$ cat src/rtl/dalu_sched_if.sv
// Request/response bundle for dalu_sched: two packed requester lanes and one
// tagged response channel. master = requesters + consumer, slave = scheduler.
interface dalu_sched_if;
   logic [1:0]  req_valid;
   logic [1:0]  req_ready;
   logic [15:0] req_a;
   logic [15:0] req_b;
   logic [5:0]  req_op;
   logic        rsp_valid;
   logic        rsp_ready;
   logic [7:0]  rsp_data;
   logic        rsp_id;
   logic        rsp_zero;
   logic        rsp_err;

   modport master (
      output req_valid, req_a, req_b, req_op, rsp_ready,
      input  req_ready, rsp_valid, rsp_data, rsp_id, rsp_zero, rsp_err
   );

   modport slave (
      input  req_valid, req_a, req_b, req_op, rsp_ready,
      output req_ready, rsp_valid, rsp_data, rsp_id, rsp_zero, rsp_err
   );
endinterface

$ cat src/rtl/dalu_sched.sv
// Round-robin scheduler/sequencer sharing one 8-bit dALU between two requesters.
// Define DALU_SCHED_MUL_EN to build the 8-cycle shift-add multiply (op 4).
module dalu_sched #(
   parameter int RR_INIT = 0
) (
   input  logic         clk,
   input  logic         rst_n,
   dalu_sched_if.slave  bus
);
   localparam int   DATA_W    = 8;
   localparam logic RR_INIT_B = (RR_INIT != 0);

   typedef logic [DATA_W-1:0] data_t;

`ifdef DALU_SCHED_MUL_EN
   typedef enum logic [1:0] {IDLE, EXEC, MUL, RESP} state_t;
`else
   typedef enum logic [1:0] {IDLE, EXEC, RESP} state_t;
`endif

   function automatic data_t dalu(input data_t a, input data_t b, input logic [1:0] op);
      case (op)
         2'd1:    return a | b;
         2'd2:    return a & b;
         2'd3:    return a + b;
         default: return '0;
      endcase
   endfunction

   state_t      state_q, state_d;
   logic        rr_q;
   logic        gnt_id;
   logic        accept;
   data_t       sel_a, sel_b;
   logic [2:0]  sel_op;
   data_t       a_q, b_q;
   logic [1:0]  op_q;
   logic        id_q;
   data_t       alu_a, alu_b, alu_y;
   logic [1:0]  alu_op;
   data_t       rsp_data_q;
   logic        rsp_id_q, rsp_err_q;
`ifdef DALU_SCHED_MUL_EN
   data_t       acc_q;
   logic [2:0]  cnt_q;
`endif

   // A lone requester always wins; on contention the pointer decides.
   always_comb begin
      gnt_id = rr_q;
      if (bus.req_valid == 2'b01)      gnt_id = 1'b0;
      else if (bus.req_valid == 2'b10) gnt_id = 1'b1;
   end

   assign accept        = (state_q == IDLE) && (bus.req_valid != 2'b00);
   assign bus.req_ready = accept ? (2'b01 << gnt_id) : 2'b00;
   assign sel_a         = gnt_id ? bus.req_a[15:8] : bus.req_a[7:0];
   assign sel_b         = gnt_id ? bus.req_b[15:8] : bus.req_b[7:0];
   assign sel_op        = gnt_id ? bus.req_op[5:3] : bus.req_op[2:0];

   always_comb begin
      state_d = state_q;
      case (state_q)
         IDLE: begin
            if (accept) begin
               if (sel_op <= 3'd3)       state_d = EXEC;
`ifdef DALU_SCHED_MUL_EN
               else if (sel_op == 3'd4)  state_d = MUL;
`endif
               else                      state_d = RESP;
            end
         end
         EXEC: state_d = RESP;
`ifdef DALU_SCHED_MUL_EN
         MUL:  if (cnt_q == 3'd7) state_d = RESP;
`endif
         RESP: if (bus.rsp_ready) state_d = IDLE;
         default: state_d = IDLE;
      endcase
   end

   always_comb begin
      alu_a  = a_q;
      alu_b  = b_q;
      alu_op = op_q;
`ifdef DALU_SCHED_MUL_EN
      if (state_q == MUL) begin
         alu_a  = acc_q;
         alu_b  = b_q[cnt_q] ? data_t'(a_q << cnt_q) : '0;
         alu_op = 2'd3;
      end
`endif
   end

   assign alu_y = dalu(alu_a, alu_b, alu_op);

   always_ff @(posedge clk or negedge rst_n) begin
      if (!rst_n) begin
         state_q <= IDLE;
         rr_q    <= RR_INIT_B;
      end else begin
         state_q <= state_d;
         if (accept) rr_q <= ~gnt_id;
      end
   end

   always_ff @(posedge clk) begin
      if (accept) begin
         a_q  <= sel_a;
         b_q  <= sel_b;
         op_q <= sel_op[1:0];
         id_q <= gnt_id;
      end
   end

`ifdef DALU_SCHED_MUL_EN
   always_ff @(posedge clk or negedge rst_n) begin
      if (!rst_n) begin
         acc_q <= '0;
         cnt_q <= '0;
      end else if (accept) begin
         acc_q <= '0;
         cnt_q <= '0;
      end else if (state_q == MUL) begin
         acc_q <= alu_y;
         cnt_q <= cnt_q + 3'd1;
      end
   end
`endif

   // Response register: illegal ops skip the dALU and respond straight from IDLE.
   always_ff @(posedge clk or negedge rst_n) begin
      if (!rst_n) begin
         rsp_data_q <= '0;
         rsp_id_q   <= 1'b0;
         rsp_err_q  <= 1'b0;
      end else begin
         case (state_q)
            IDLE: begin
               if (accept && (state_d == RESP)) begin
                  rsp_data_q <= '0;
                  rsp_id_q   <= gnt_id;
                  rsp_err_q  <= 1'b1;
               end
            end
            EXEC: begin
               rsp_data_q <= alu_y;
               rsp_id_q   <= id_q;
               rsp_err_q  <= 1'b0;
            end
`ifdef DALU_SCHED_MUL_EN
            MUL: begin
               if (cnt_q == 3'd7) begin
                  rsp_data_q <= alu_y;
                  rsp_id_q   <= id_q;
                  rsp_err_q  <= 1'b0;
               end
            end
`endif
            default: ;
         endcase
      end
   end

   assign bus.rsp_valid = (state_q == RESP);
   assign bus.rsp_data  = rsp_data_q;
   assign bus.rsp_id    = rsp_id_q;
   assign bus.rsp_zero  = (rsp_data_q == '0);
   assign bus.rsp_err   = rsp_err_q;
endmodule

$ cat src/flat_wrapper.sv
// flat-port wrapper written by rule: the top's interface ports become plain ports
module dalu_sched_flat 
#(
   parameter int RR_INIT = 0
)
  (clk, rst_n, bus_req_valid, bus_req_a, bus_req_b, bus_req_op, bus_rsp_ready, bus_req_ready, bus_rsp_valid, bus_rsp_data, bus_rsp_id, bus_rsp_zero, bus_rsp_err);
  dalu_sched_if bus_i ();
  input  logic clk;
  input  logic rst_n;
  input wire logic [$bits(bus_i.req_valid)-1:0] bus_req_valid;
  input wire logic [$bits(bus_i.req_a)-1:0] bus_req_a;
  input wire logic [$bits(bus_i.req_b)-1:0] bus_req_b;
  input wire logic [$bits(bus_i.req_op)-1:0] bus_req_op;
  input wire logic [$bits(bus_i.rsp_ready)-1:0] bus_rsp_ready;
  output wire logic [$bits(bus_i.req_ready)-1:0] bus_req_ready;
  output wire logic [$bits(bus_i.rsp_valid)-1:0] bus_rsp_valid;
  output wire logic [$bits(bus_i.rsp_data)-1:0] bus_rsp_data;
  output wire logic [$bits(bus_i.rsp_id)-1:0] bus_rsp_id;
  output wire logic [$bits(bus_i.rsp_zero)-1:0] bus_rsp_zero;
  output wire logic [$bits(bus_i.rsp_err)-1:0] bus_rsp_err;
  assign bus_i.req_valid = bus_req_valid;
  assign bus_i.req_a = bus_req_a;
  assign bus_i.req_b = bus_req_b;
  assign bus_i.req_op = bus_req_op;
  assign bus_i.rsp_ready = bus_rsp_ready;
  assign bus_req_ready = bus_i.req_ready;
  assign bus_rsp_valid = bus_i.rsp_valid;
  assign bus_rsp_data = bus_i.rsp_data;
  assign bus_rsp_id = bus_i.rsp_id;
  assign bus_rsp_zero = bus_i.rsp_zero;
  assign bus_rsp_err = bus_i.rsp_err;
  dalu_sched #(.RR_INIT(RR_INIT)) u_core (.clk(clk), .rst_n(rst_n), .bus(bus_i));
endmodule
$ cat config.mk
export PLATFORM = sky130hd
export DESIGN_NAME = dalu_sched_flat
export DESIGN_NICKNAME = d
export VERILOG_FILES = /design/src/rtl/dalu_sched_if.sv /design/src/rtl/dalu_sched.sv /design/src/flat_wrapper.sv
export SDC_FILE = /design/constraint.sdc
export NUM_CORES = 1
export LEC_CHECK = 0
export CORE_MARGIN = 5
export CORE_UTILIZATION = 25
export CTS_CLUSTER_DIAMETER = 30
export DETAILED_ROUTE_END_ITERATION = 8
export GPL_TIMING_DRIVEN = 1
export PLACE_DENSITY = 0.61
export RECOVER_POWER = 100
export SYNTH_ARGS = -nofsm -noshare
export SYNTH_HDL_FRONTEND = slang
export SYNTH_SLANG_ARGS = --single-unit
$ cat constraint.sdc
create_clock -name clk -period 1.8 [get_ports clk]
set_input_delay 0.36 -clock clk [delete_from_list [all_inputs] [get_ports clk]]
set_output_delay 0.36 -clock clk [all_outputs]
set_load 0.01 [all_outputs]
Supply network:
Pins as bars on the die edge. Tap cells in gray.
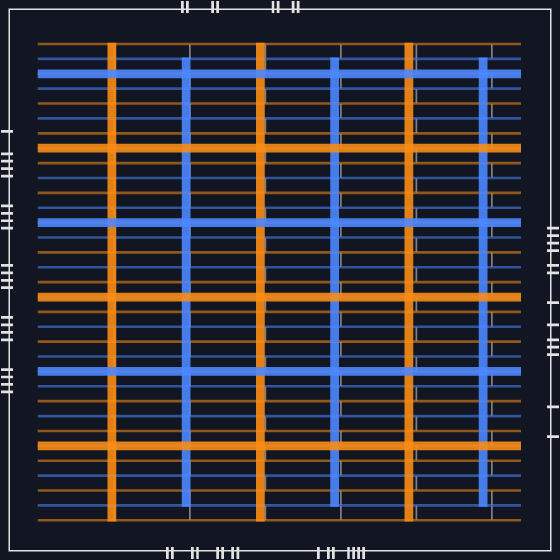
legend:
  VDD:
    color: blue
  VSS:
    color: orange
tap cells: 102
met5 straps: 6
met4 straps: 6
signal pins: 57
met1 rails: 33

Placement view:
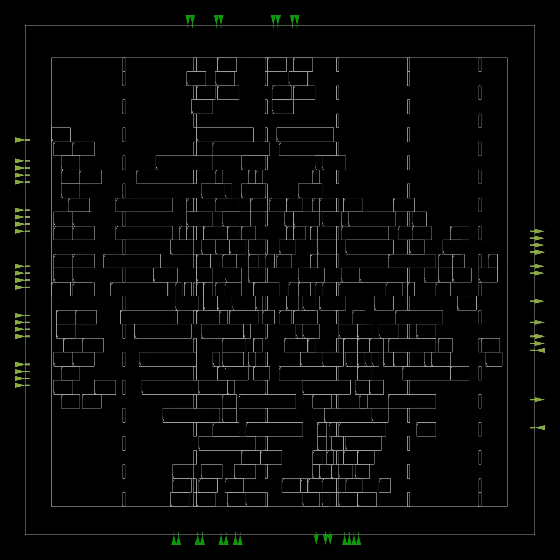
fin util: 37.9%
Rows: 32
Seq cells: 32
Tapcell Cnt: 102
fraction of area in registers: 30.7%

The metal 2 layer:
Scale bar: 20 um.
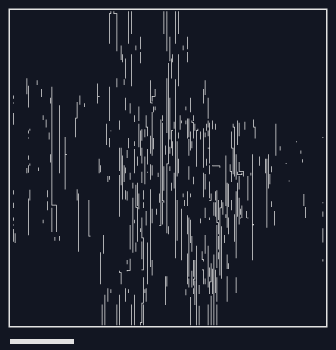
main direction: vertical
nets with wire on the layer: 255
M2 GR Usage: 14.7%
routed vias: 1514
DRT Wirelength: 4180 um

Clock network drawn from the DEF:
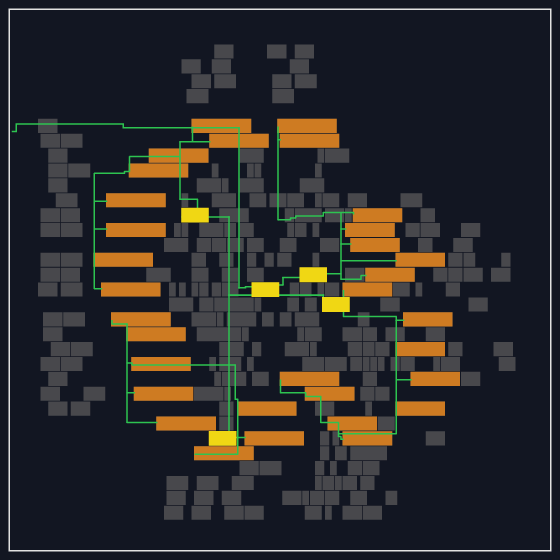
legend:
  clock wires:
    color: green
    length: 446 um
  clock drivers:
    color: yellow
    count: 5
  flip-flops:
    color: orange
    count: 32
routed clock nets: 6
Late-Pin Clk Latency: 0.28 ns
power in the clock group: 559 uW
worst clock skew: 0.00238 ns

==> flow_metrics.py <==
# Generated from Yosys and OpenROAD reports
metrics = {
    "setup_path": {
        "r2r-end": "u_core.bus.rsp_data[6]$_DFFE_PN0P_",
        "regToRegStartpoint": "u_core.alu_b[0]$_DFFE_PN_",
        "endpoint": "u_core.bus.rsp_data[6]$_DFFE_PN0P_",
        "path_cells": "ha_2 > fa_2 > a21o_1 > a221oi_2 > xnor2_1 > a221o_1",
    },
    "final_timing": {
        "setup_violations": 2,
        "rsz0062_at_grt": "true",
        "fmax_ghz": 0.516,
        "finalWorstSetupSlack_ns": -0.138,
    },
    "worst_hold_path": {
        "hold_class": "flop to flop",
    },
    "placement": {
        "port_buffers": 56,
    },
    "yosys": {
        "aoi_share_pct": 15.6,
        "synth_seq_share_pct": 45.5,
        "ys_cells": 171,
        "syn_area_per_cell_um2": 11.5,
        "top_cell_area_share_pct": 29.0,
    },
    "cts": {
        "path_clk_slew_ns": 0.06,
    },
    "global_routing": {
        "grt_pass1_vias": 1604,
    },
    "floorplanning": {
        "chip_area_um2": 9740,
    },
    "power_and_ir_drop": {
        "combPwrFrac_pct": 54.6,
    },
    "status": {
        "violations": "negative setup slack",
        "outcome": "finished with violations",
    },
}
-- cell type report --
cell class | count | area (um2) | area share (%)
Multi-Input combinational cell | 112 | 996 | 34.2
Timing Repair Buffer | 80 | 722 | 24.8
Inverter | 22 | 82.6 | 2.83
Tap cell | 102 | 128 | 4.38
Sequential cell | 32 | 896 | 30.7
Clock buffer | 8 | 90.1 | 3.09
-- sequential cells by signal (all words and copies together) (netlist names) --
register	flops
u_core.bus.rsp_id	1
u_core.alu_b	8
u_core.bus.rsp_data	8
u_core.id_q	1
u_core.a_q	8
u_core.alu_op	2
u_core.rr_q	1
u_core.bus.rsp_err	1
u_core.state_q	2
-- timing repair --
action | CTS | global route
buffers inserted | 2 | 2
gates resized | 11 | 11
setup endpoints to repair | 7 | 8
pin swaps | 1 | 6
Power and IR drop assume default switching activity.
